==> config.mk <==
export PLATFORM = sky130hd
export DESIGN_NAME = alu_result_rx_flat
export DESIGN_NICKNAME = d
export VERILOG_FILES = /design/src/rtl/alu_result_rx_pkg.sv /design/src/rtl/alu_result_rx_if.sv /design/src/rtl/alu_result_rx_fifo.sv /design/src/rtl/alu_result_rx.sv /design/src/flat_wrapper.sv
export SDC_FILE = /design/constraint.sdc
export NUM_CORES = 1
export LEC_CHECK = 0
export ABC_AREA = 1
export ABC_CLOCK_PERIOD_IN_PS = 2700
export CAP_MARGIN = 20
export CORE_ASPECT_RATIO = 0.9
export CORE_MARGIN = 2
export CORE_UTILIZATION = 40
export CTS_CLUSTER_SIZE = 25
export DETAILED_ROUTE_END_ITERATION = 8
export DONT_BUFFER_PORTS = 1
export PLACE_DENSITY = 0.6
export SLEW_MARGIN = 15
export SYNTH_ARGS = -nofsm -noshare
export SYNTH_HDL_FRONTEND = slang
export SYNTH_SLANG_ARGS = --single-unit
==> constraint.sdc <==
create_clock -name clk -period 2.7 [get_ports clk]
set_input_delay 0.54 -clock clk [delete_from_list [all_inputs] [get_ports clk]]
set_output_delay 0.54 -clock clk [all_outputs]
set_load 0.01 [all_outputs]
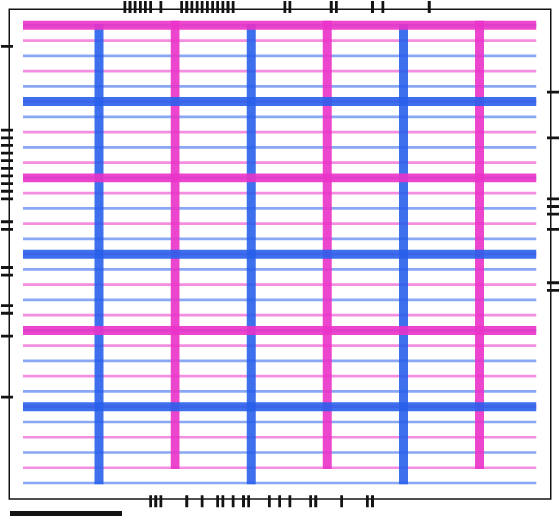
(images/pdn.png)
Bar = 20 um. Pins as bars on the die edge.
Key: magenta = VDD; blue = VSS
70 signal pins sit on the boundary. The core has 30 rows. 6 straps on met5. 6 straps on met4. 31 met1 rails follow the rows.
die width: 96.3 um
peak supply drop: 0.360 mV
CORE AREA: 0.00747 mm2
die height: 87.1 um

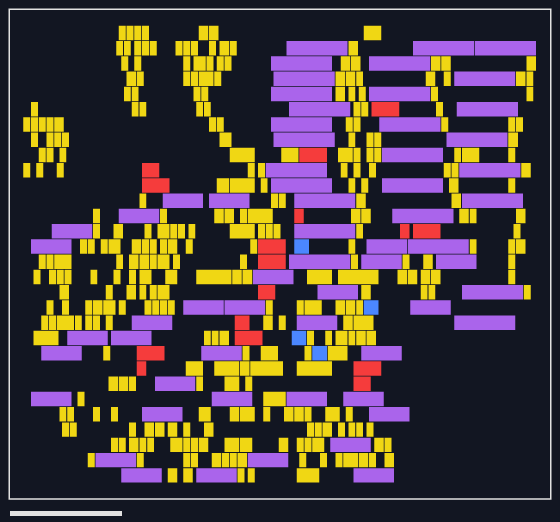
(images/cell_classes.png)
Bar = 20 um.
Key: yellow = all other logic [cells 319]; purple = flops [cells 61]; blue = other buffers and delay cells [cells 4]; red = clock drivers and dummy loads [cells 16]
Final Cell Area: 0.00336 mm2
flop share of the area: 44.7%
utilization after layout: 45.0%

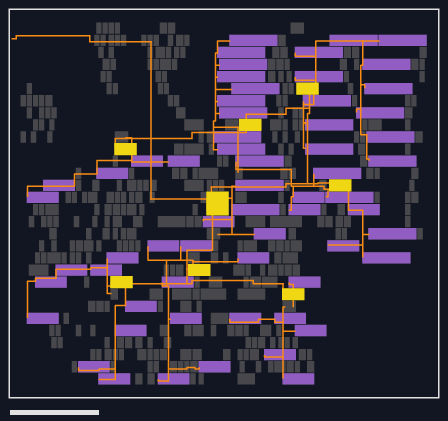
(images/clock_map.png)
Bar = 20 um.
Key: purple = flip-flops [count 61]; yellow = cells driving clock nets [count 9]; orange = clock wires [length 750 um]
There are 10 routed clock nets.
Clock Power Share: 29.5%
Latency at later pin: 340 ps
clock network power: 0.700 mW
Clock Skews: 13.3 ps

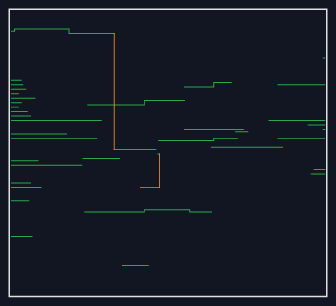
(images/metal_stack.png)
Only two layers are drawn.
Key: orange = met4 [wire length 45.6 um]; green = met3 [wire length 445 um]
DR vias: 2409
GRT Util Overall: 15.8%
WL final: 6250 um

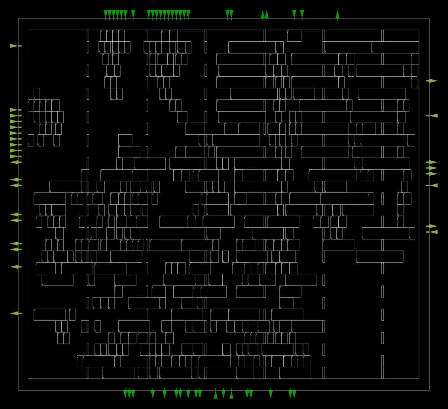
(images/final_placement.png)
FILL cells: 777
Tapcells: 96
Cell Rows: 30
flop count: 61
Cell Count, Final, Fillers Out: 496

==> flow_metrics.py <==
# Physical implementation metrics
metrics = {
    "grt": {
        "busiest_layer": "met2",
        "grt_max_degree": 20,
        "grt_pass1_vias": 2247,
        "grt_pass1_wl_um": 9990,
        "grt_overflow_total": 0,
    },
    "finish": {
        "largest_register_ffs": 28,
        "layout.nets": 440,
        "logic_area_mm2": 0.00133,
        "antennaDiodeCount": 0,
    },
    "route": {
        "drcViolationCount": 0,
        "drt_iter0_drc": 121,
    },
    "yosys": {
        "top_cell": "nor2_1",
        "top_area_share_pct": 27.4,
        "area_leaders": "edfxtp_1 27%, dfxtp_1 22%, nor2_1 9.7%",
        "synth.avg_cell_area_um2": 7.92,
        "synthAoiAreaFrac_pct": 9.27,
        "ys.flop_type": "dfxtp_1",
        "mux_share_pct": 0,
        "ys_ff": 61,
        "xor_area_share_pct": 2.29,
        "ys_sh_simple_pct": 28.3,
        "ys_seq_share_pct": 49.0,
    },
    "clock_network": {
        "cts.clk_slew.worst_paths_ps": 70,
        "cts_inserted_buffers": 9,
        "clock_path_buffers": 2,
        "cts_tree": "built",
    },
    "power": {
        "total_leakage_power_nw": 1.31,
    },
    "worst_setup_path": {
        "cp_data_arrival_time_ps": 1750,
        "crit_required_ps": 2160,
        "path_class": "reg -> out",
    },
    "placed_design": {
        "gp_congestion": 0.752,
        "hpwl_um": 4540,
        "dpl_worst_slack_ps": 540,
    },
    "outcome": {
        "outcome": "finished, final reports clean",
    },
    "timing": {
        "final.period_utilization_pct": 84.7,
        "fmax_mhz": 437,
        "finalSetupTns_ps": 0,
    },
    "run": {
        "max_cap_viol_count": 0,
        "warnings": 29,
    },
}
critical path, cell delays in order, from the launching register on:
cell	delay (ps)
dfxtp_1	660
inv_1	330
o21ai_0	270
a21oi_1	140
kinds of logic (layout without fill, tap and decap cells):
kind of cell | Yosys count | after routing
buffers and inverters | 62 | 75
adders and majority gates | 8 | 8
DFF | 61 | 61
and+or+nand+nor | 193 | 193
AOI/OAI and AO/OA | 55 | 55
xor gates and xnor gates | 8 | 8
cell type report:
class / count / share of cell area [%]
clock inverter: 7 / 1.45
sequential: 61 / 44.7
inverter: 55 / 6.14
timing repair buffer: 4 / 0.894
clock buffer: 9 / 3.69
tap: 96 / 3.57
multi-input combinational: 264 / 39.6
power by group:
part | total (mW) | internal, mW | switching, mW
clock network | 0.700 | 0.335 | 0.365
logic | 0.529 | 0.175 | 0.353
registers | 1.14 | 1.04 | 0.0972
cell usage in the layout, fill, tap and decap left out, drive strengths merged, types with 3 or more instances in the layout:
| master | count |
|---|---|
| nor2 | 83 |
| nand2 | 71 |
| inv | 57 |
| dfxtp | 33 |
| edfxtp | 28 |
| o21ai | 26 |
| a21oi | 25 |
| nand3 | 16 |
| nor3 | 10 |
| clkbuf | 9 |
| nand4 | 7 |
| ha | 7 |
| xnor2 | 4 |
| xor2 | 4 |
| buf | 4 |
| clkinv | 4 |
| nand3b | 3 |
| a211oi | 3 |
per-layer routing:
| metal | part of all wire [%] | vias up |
|---|---|---|
| li1 | - | 1264 |
| met1 | 46 | 1088 |
| met2 | 46 | 53 |
| met3 | 7.1 | 4 |
| met4 | 0.72 | 0 |
| met5 | 0 | - |
Power and IR drop assume default switching activity.
